[src/rtl/wb_arbiter_2to1.sv]
// Two-master to one-slave pipelined Wishbone B4 arbiter. The grant is held for a
// whole CYC, and a watchdog aborts hung transfers with a single-cycle error.
module wb_arbiter_2to1 #(
  parameter bit          ROUND_ROBIN = 1'b1,
  parameter int unsigned TIMEOUT     = 255
) (
  input  logic        clk_i,
  input  logic        rst_ni,
  input  logic        m0_cyc_i,
  input  logic        m0_stb_i,
  input  logic        m0_we_i,
  input  logic [27:0] m0_adr_i,
  input  logic [3:0]  m0_sel_i,
  input  logic [31:0] m0_dat_i,
  output logic [31:0] m0_dat_o,
  output logic        m0_ack_o,
  output logic        m0_err_o,
  output logic        m0_stall_o,
  input  logic        m1_cyc_i,
  input  logic        m1_stb_i,
  input  logic        m1_we_i,
  input  logic [27:0] m1_adr_i,
  input  logic [3:0]  m1_sel_i,
  input  logic [31:0] m1_dat_i,
  output logic [31:0] m1_dat_o,
  output logic        m1_ack_o,
  output logic        m1_err_o,
  output logic        m1_stall_o,
  output logic        s_cyc_o,
  output logic        s_stb_o,
  output logic        s_we_o,
  output logic [27:0] s_adr_o,
  output logic [3:0]  s_sel_o,
  output logic [31:0] s_dat_o,
  input  logic [31:0] s_dat_i,
  input  logic        s_ack_i,
  input  logic        s_err_i,
  input  logic        s_stall_i,
  output logic        timeout_o
);

  localparam int CNT_W = $clog2(TIMEOUT + 2);

  typedef enum logic [1:0] {IDLE, GNT0, GNT1, ABORT} state_t;

  state_t           state_reg, state_next;
  logic             last_grant_reg, last_grant_next;
  logic [CNT_W-1:0] cnt_reg, cnt_next;
  logic             abort_first_reg, abort_first_next;
  logic             gnt_cyc;
  logic             cnt_hit;
  logic [1:0]       pass_vec;
  logic [1:0]       ack_vec, err_vec, stall_vec;

  // last_grant always names the owner while in GNT0/GNT1/ABORT
  assign gnt_cyc = last_grant_reg ? m1_cyc_i : m0_cyc_i;
  assign cnt_hit = (TIMEOUT != 0) && (cnt_reg == CNT_W'(TIMEOUT));

  always_ff @(posedge clk_i or negedge rst_ni) begin
    if (!rst_ni) begin
      state_reg       <= IDLE;
      last_grant_reg  <= 1'b1;
      cnt_reg         <= '0;
      abort_first_reg <= 1'b0;
    end else begin
      state_reg       <= state_next;
      last_grant_reg  <= last_grant_next;
      cnt_reg         <= cnt_next;
      abort_first_reg <= abort_first_next;
    end
  end

  always_comb begin
    state_next       = state_reg;
    last_grant_next  = last_grant_reg;
    cnt_next         = '0;
    abort_first_next = 1'b0;
    case (state_reg)
      IDLE: begin
        if (m0_cyc_i && m1_cyc_i) begin
          if (ROUND_ROBIN && !last_grant_reg) begin
            state_next      = GNT1;
            last_grant_next = 1'b1;
          end else begin
            state_next      = GNT0;
            last_grant_next = 1'b0;
          end
        end else if (m0_cyc_i) begin
          state_next      = GNT0;
          last_grant_next = 1'b0;
        end else if (m1_cyc_i) begin
          state_next      = GNT1;
          last_grant_next = 1'b1;
        end
      end
      GNT0, GNT1: begin
        if (!gnt_cyc) begin
          state_next = IDLE;
        end else if (s_ack_i || s_err_i) begin
          cnt_next = '0;
        end else if (cnt_hit) begin
          state_next       = ABORT;
          abort_first_next = 1'b1;
        end else begin
          // saturating: only reachable past TIMEOUT when the watchdog is off
          cnt_next = (cnt_reg != '1) ? cnt_reg + CNT_W'(1) : cnt_reg;
        end
      end
      ABORT: begin
        if (!gnt_cyc) state_next = IDLE;
      end
      default: state_next = IDLE;
    endcase
  end

  assign pass_vec = {state_reg == GNT1, state_reg == GNT0};

  genvar gi;
  generate
    for (gi = 0; gi < 2; gi++) begin : g_resp
      logic owner;
      assign owner         = (gi == 1) ? last_grant_reg : ~last_grant_reg;
      assign ack_vec[gi]   = pass_vec[gi] & s_ack_i;
      assign err_vec[gi]   = (pass_vec[gi] & s_err_i) | (abort_first_reg & owner);
      assign stall_vec[gi] = pass_vec[gi] ? s_stall_i : 1'b1;
    end
  endgenerate

  assign m0_ack_o   = ack_vec[0];
  assign m0_err_o   = err_vec[0];
  assign m0_stall_o = stall_vec[0];
  assign m1_ack_o   = ack_vec[1];
  assign m1_err_o   = err_vec[1];
  assign m1_stall_o = stall_vec[1];
  assign m0_dat_o   = s_dat_i;
  assign m1_dat_o   = s_dat_i;
  assign timeout_o  = abort_first_reg;

  assign s_cyc_o = (pass_vec[0] & m0_cyc_i) | (pass_vec[1] & m1_cyc_i);
  assign s_stb_o = (pass_vec[0] & m0_stb_i) | (pass_vec[1] & m1_stb_i);
  assign s_we_o  = pass_vec[1] ? m1_we_i  : m0_we_i;
  assign s_adr_o = pass_vec[1] ? m1_adr_i : m0_adr_i;
  assign s_sel_o = pass_vec[1] ? m1_sel_i : m0_sel_i;
  assign s_dat_o = pass_vec[1] ? m1_dat_i : m0_dat_i;

endmodule

[config.mk]
export PLATFORM = sky130hd
export DESIGN_NAME = wb_arbiter_2to1
export DESIGN_NICKNAME = d
export VERILOG_FILES = /design/src/rtl/wb_arbiter_2to1.sv
export SDC_FILE = /design/constraint.sdc
export NUM_CORES = 1
export LEC_CHECK = 0
export ABC_CLOCK_PERIOD_IN_PS = 2350
export CORE_AREA = 4 4 118 120
export DETAILED_ROUTE_END_ITERATION = 10
export DIE_AREA = 0 0 122 124
export PLACE_DENSITY = 0.65
export SLEW_MARGIN = 20
export SYNTH_ARGS = -nofsm -noshare
export SYNTH_HDL_FRONTEND = slang
export SYNTH_SLANG_ARGS = --single-unit
[constraint.sdc]
create_clock -name clk_i -period 2.35 [get_ports clk_i]
set_input_delay 0.47 -clock clk_i [delete_from_list [all_inputs] [get_ports clk_i]]
set_output_delay 0.47 -clock clk_i [all_outputs]
set_load 0.01 [all_outputs]
==> reports/qor.yml, run 1 <==
status: "finished, final reports clean"
fin_util: 0.319
gp_congestion: 0.861
yosysWarnings: 0
yosys-top-cells-count: "mux2_2 (66), buf_4 (64), dfrtp_1 (12), clkbuf_1 (10), nor2_1 (9)"
cpMaxStageDelayCell: "dfrtp_1"
grt_pass1_vias: 2407
die_w_um: 122
top_area_cell: "mux2_2"
dp.cells: 557
syn_to_final_growth_pct: 94.4
synth_seq_share: 0.154
n_antenna_cell: 0
crit_fanout: 15
yosys_area_mm2: 0.00213
vias: 2230
rsz0062_at_grt: "true"
clkTransAtPathRegs_ns: 0.05
largest_reg_flops: 9
cts_buffer_depth: 2
crit_path_end_kind: "primary output"
max_freq_mhz: 432
hold_slack_ns: 0.551
leakagePower_nw: 1.73
syn_area_per_cell_um2: 9.09
cap_violations: 0
setup_tns_ns: 0
top_cell_area_share: 0.349
max_stage_delay_ns: 0.38
arrival_ns: 1.85
cts_max_level: 1
cp-start-kind: "flop"
warnings: 32
area_leaders: "mux2_2 (35%), buf_4 (23%), dfrtp_1 (14%)"
dieArea_mm2: 0.0151
final_nets: 566
cp_data_required_time_ns: 1.88
finalSetupViolations: 0
relSlewSlack: 0.586
wl_um: 10700
synth_flops: 13
fp_util: 0.164
edf_count: 0
ys_cells: 234
min_path_type: "flop to flop"
vdd_drop_max_mv: 0.292
synth_cell_types: 38
r2r_start: "state_reg[0]"
wl_per_cell_um: 19.0
grt_start_max_net_pins: 17
cts_tree: "done"
clock.latency.late_pin_ns: 0.24
port-buffer-count: 212
vias_per_cell: 3.95
antenna_found_initial: 5
period_needed_ns: 2.32
drt-initial-drc-count: 93
==> run 1: worst paths after layout <==
kind,to,slack [ns],cells past startpoint
setup / recovery,s_dat_o[26],0.03,5
hold / removal,cnt_reg[6],0.55,1
setup reg to reg,cnt_reg[2],0.49,6
hold reg to reg,cnt_reg[6],0.55,1
max in group asynchronous,cnt_reg[2],1.34,1
min in group asynchronous,cnt_reg[5],0.62,1
==> run 1: report_power, final <==
part / leakage [nW] / internal (W) / switching [W] / total (W)
clock network: 0.0382 / 0.000229 / 0.000100 / 0.000330
logic: 1.52 / 0.00145 / 0.00107 / 0.00251
registers: 0.175 / 0.000263 / 0.0000400 / 0.000303
==> run 1: per-layer routing <==
| metal | vias up | wire (um) | global-route usage |
|---|---|---|---|
| met2 | 151 | 4410 | 0.184 |
| met5 | - | 76 | 0 |
| met3 | 18 | 1810 | 0.0949 |
| met1 | 995 | 4320 | 0.166 |
| li1 | 1056 | - | - |
| met4 | 10 | 119 | 0.0315 |
==> run 1: placed cells by master (no fill, tap or decap), drive strengths merged, types with 3 or more instances in the layout <==
cell / synthesis / layout
a21oi: 7 / 7
nand2: 7 / 7
nor4: 3 / 3
mux2i: 3 / 3
nor2: 9 / 9
inv: 7 / 7
mux2: 67 / 67
clkbuf: 11 / 9
nand2b: 4 / 4
and3: 3 / 3
dfrtp: 12 / 12
buf: 67 / 18
clkdlybuf4s15: 0 / 22
o21ai: 3 / 3
clkdlybuf4s50: 0 / 142
dlymetal6s2s: 0 / 5
ha: 6 / 6
dlygate4sd2: 0 / 35
==> run 1: area by class of cell <==
cell class / instances / area (um^2)
multi-input cells: 135 / 1230
inverters: 8 / 30.0
fillers: 1355 / 8840
clock buffers: 4 / 78.8
well taps: 176 / 220
repair buffers: 228 / 2240
flip-flops and latches: 13 / 327
==> run 1: cell families after synthesis <==
kind of cell               count (synthesis)  synth area share
and+or+nand+nor                           37             0.100
xor gates and xnor gates                   1           0.00412
AOI/OAI and AO/OA                         21            0.0653
DFF                                       13             0.154
buffers and inverters                     86             0.273
muxes                                     70             0.369
adders and majority gates                  6            0.0353
==> run 1: timing repair <==
action	4_1_cts	5_1_grt
endpoints found under the setup margin	69	41
gates cloned	1	0
setup buffers	2	0
gates resized	92	33
==> run 1: stage by stage <==
step,area [um^2],power [W],setup WS [ns]
global placement,4040,0.00288,0.0237
global route,4140,0.00335,-0.0268
floorplan,2130,0.00161,0.313
CTS,4140,0.00317,-0.0225
finish,4140,0.00315,0.0332
detailed placement,4040,0.00292,0.00506
==> run 1: worst max-delay path, delay by kind of cell (launching register included) <==
kind	cells	cell delay [ns]
buf+inv	3	0.68
mux	1	0.35
fa+ha+maj	1	0.19
flops	1	0.38
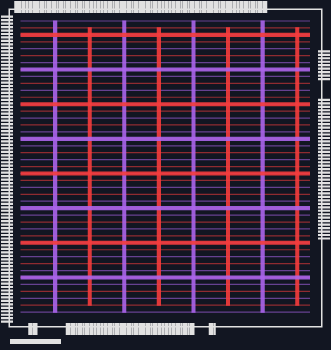
Run 1: floorplan with the power grid
The bar under the picture is 20 um long. Pins as bars on the die edge.
Purple shows VSS. Red shows VDD.
The core has 42 rows. 309 signal pins sit on the boundary.

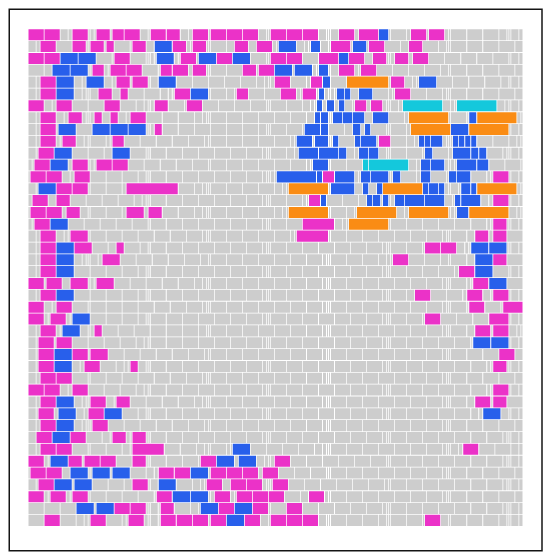
Run 1: placed cells, one color a class
Fill, decap, tap and diode cells in gray.
Orange shows sequential cells, cells 13. Magenta shows remaining buffers and delay cells, cells 228. Blue shows combinational and other logic, cells 143. Cyan shows clock drivers and dummy loads, cells 4.

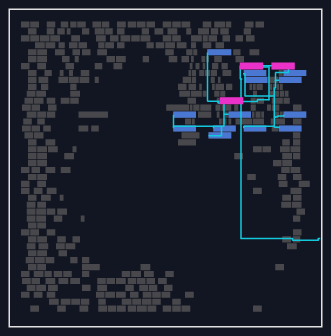
Run 1: routed clock nets over the placement
Blue shows flip-flops, count 13. Magenta shows clock drivers, count 3. Cyan shows clock wires, length 288 um.
There are 4 routed clock nets.
clock group total power: 0.000330 W
clock skew: 0.00161 ns
Clk pwr share: 0.105

==> inputs of run 2 (changes only) <==
--- a/config.mk
+++ b/config.mk
@@ -10,6 +10,7 @@
 export DETAILED_ROUTE_END_ITERATION = 10
 export DIE_AREA = 0 0 122 124
 export PLACE_DENSITY = 0.65
+export SETUP_SLACK_MARGIN = 0.3
 export SLEW_MARGIN = 20
 export SYNTH_ARGS = -nofsm -noshare
 export SYNTH_HDL_FRONTEND = slang
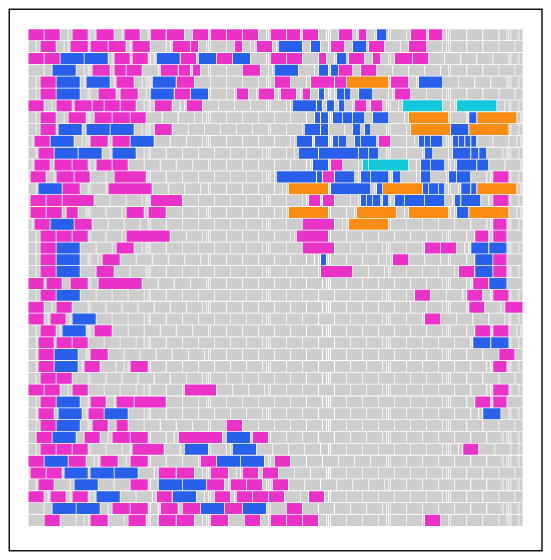
Run 2: placed cells, one color a class
Fill, decap, tap and diode cells in gray.
Magenta shows remaining buffers and delay cells, cells 246. Orange shows sequential cells, cells 13. Cyan shows clock drivers and dummy loads, cells 4. Blue shows combinational and other logic, cells 143.

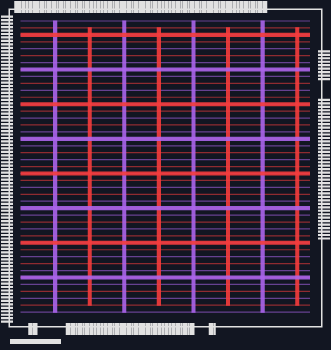
Run 2: floorplan with the power grid
The bar under the picture is 20 um long. Pins as bars on the die edge.
Purple shows VSS. Red shows VDD.
8 straps on met5. 8 straps on met4. The core has 42 rows.

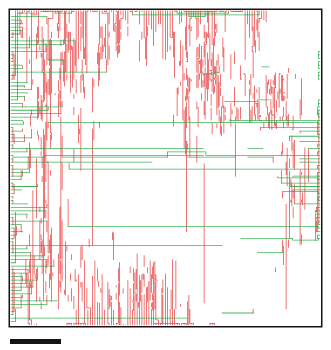
Run 2: wiring by layer
The bar under the picture is 20 um long. Two of the layers only.
Red shows metal 2, wire length 4,840 um. Green shows metal 3, wire length 1,810 um.
WL final: 11,300 um
total number of vias: 2,341
Overall Global Routing Usage: 0.139

==> run 2 against run 1 <==
  * Via count grew 5.0%
  * Wire length grew 5.1%
  * Critical endpoint is now s_adr_o[13]
  * Critical path type unchanged
  * Clock skew is essentially flat
  * Hold slack gained 0.00067 ns
  * Global-route usage grew 0.54 points
  * First-iteration DRC count grew 6.5%
  * Sequential power is essentially flat
  * Total power grew 37%
  * Critical path depth grew 2
  * Utilization grew 4.7 points
  * Clock-buffer cell count is the same
  * Synthesized cell count is the same
  * Largest power group unchanged
==> reports/qor.yml, run 2 <==
n_antenna_cell: 0
area_leaders: "mux2_2 (35%), buf_4 (23%), dfrtp_1 (14%)"
antenna_found_initial: 5
wl_per_cell_um: 19.4
fp_util: 0.164
min_path_type: "flop to flop"
worst_clock_skew_ns: 0.00176
row_count: 42
tightest_slew_ns: 0.617
finalSetupViolations: 0
clock.latency.late_pin_ns: 0.24
top_area_cell: "mux2_2"
lay_top_cells: "clkdlybuf4s50_1 (138), buf_6 (59), mux2_4 (54)"
period_needed_ns: 2.20
warnings: 32
largest_reg_flops: 9
edf_count: 0
cap_violations: 0
die_h_um: 124
cts_buffer_depth: 2
synth_flops: 13
grt-ovfl-total: 0
critPathCapture: "s_adr_o[13]"
clkTransAtPathRegs_ns: 0.05
grt_start_max_net_pins: 14
rsz0062_at_grt: "true"
r2r_cells: 7
critPathLaunch: "state_reg[0]"
crit_type: "flop to primary output"
status: "finished, final reports clean"
yosysWarnings: 0
cts_num_sinks: 13
vias_per_cell: 4.02
ys_cells: 234
leakagePower_nw: 2.08
vdd_drop_max_mv: 0.387
hold_slack_ns: 0.552
setup_tns_ns: 0
total_power_w: 0.00432
period_used_share: 0.937
cpMaxStageDelayCell: "dfrtp_1"
cp_data_required_time_ns: 1.88
r2r_start: "state_reg[1]"
yosys_area_mm2: 0.00213
setup_slack_ns: 0.148
syn_inst: 234
root_buffer: "clkbuf_16"
die_w_um: 122
place_ws_ns: 0.00506
fin_util: 0.365
crit_path_end_kind: "primary output"
yosys-top-cells-count: "mux2_2 (66), buf_4 (64), dfrtp_1 (12), clkbuf_1 (10), nor2_1 (9)"
drt-initial-drc-count: 99
top_cell_area_share: 0.349
relSlewSlack: 0.587
port-buffer-count: 212
firstDrtPassIters: 4
dieArea_mm2: 0.0151
num_io_pins: 309
max_freq_mhz: 454
cts_max_level: 1
syn_area_per_cell_um2: 9.09
syn_to_final_growth_pct: 123
crit_fanout: 8
hold_buffers: 0
core-area_mm2: 0.0130
grt_pass1_vias: 2466
final_nets: 584
synth_seq_share: 0.154
gp_congestion: 0.861
reg2reg_slack_ns: 0.39
max_stage_delay_ns: 0.39
mostFrequentLayoutCell: "clkdlybuf4s50_1"
cp-start-kind: "flop"
cts_tree: "done"
arrival_ns: 1.73
synth_cell_types: 38
drv_slew: 0
r2r_end: "cnt_reg[2]"
-- run 2: cell types whose count changed in the layout (fill, tap and decap cells not counted), moves of 7 or more --
cell,before,now
mux2_2,66,12
dlygate4sd2_1,35,12
clkdlybuf4s15_1,16,0
buf_12,3,10
mux2_4,0,54
buf_6,1,59
-- run 2: kinds of logic (layout without fill, tap and decap cells) --
logic type                 count (synthesis)  in the layout  synth area share
muxes                                     70             70             0.369
AOI/OAI and AO/OA                         21             21            0.0653
and+or+nand+nor                           37             37             0.100
adders and majority gates                  6              6            0.0353
DFF                                       13             13             0.154
buffers and inverters                     86            258             0.273
xor gates and xnor gates                   1              1           0.00412
-- run 2: final cells by class --
cell class                 instances  area, um^2
fill                            1295        8240
multi-input combinational        135        1460
inverter                           8        30.0
clock buffer                       4        78.8
timing repair buffer             246        2630
sequential                        13         327
tap                              176         220
-- run 2: metrics by stage --
stage / cell area, um^2 / std cells
2_1_floorplan: 2130 / 234
3_3_place_gp: 4040 / 557
3_5_place_dp: 4040 / 557
4_1_cts: 4650 / 578
5_1_grt: 4740 / 582
6_report: 4740 / 582
-- run 2: repair_timing --
item / CTS / global route
endpoints found under the setup margin: 73 / 69
gates cloned: 4 / 0
resized: 378 / 27
pin swaps: 1 / 0
setup buffers: 13 / 4
-- run 2: how the worst min path moves through the flow --
| stage | end | slack [ns] | cells after the start |
|---|---|---|---|
| floorplan | cnt_reg[0] | 0.17 | 0 |
| global placement | cnt_reg[6] | 0.53 | 1 |
| detailed placement | cnt_reg[6] | 0.55 | 1 |
| CTS | cnt_reg[6] | 0.56 | 1 |
| global route | cnt_reg[6] | 0.58 | 1 |
| finish | cnt_reg[6] | 0.55 | 1 |
-- run 2: where the power goes --
group / switching (W) / internal [W]
combinational: 0.00136 / 0.00233
clock: 0.000100 / 0.000229
sequential: 0.0000404 / 0.000263
-- run 2: per-layer routing --
metal  global-route usage  share of wire  up-vias
met5                    0         0.0067        -
met1                0.164           0.39     1060
li1                     -              -     1093
met3               0.0999           0.16       20
met2                0.202           0.43      158
met4               0.0315          0.013       10
-- run 2: critical path, delay by kind of cell (launching register included) --
kind                       cells  cell delay, ns
muxes                          1            0.31
DFF                            1            0.39
adders and majority gates      1            0.18
buffers and inverters          5            0.59
Power and IR drop assume default switching activity.
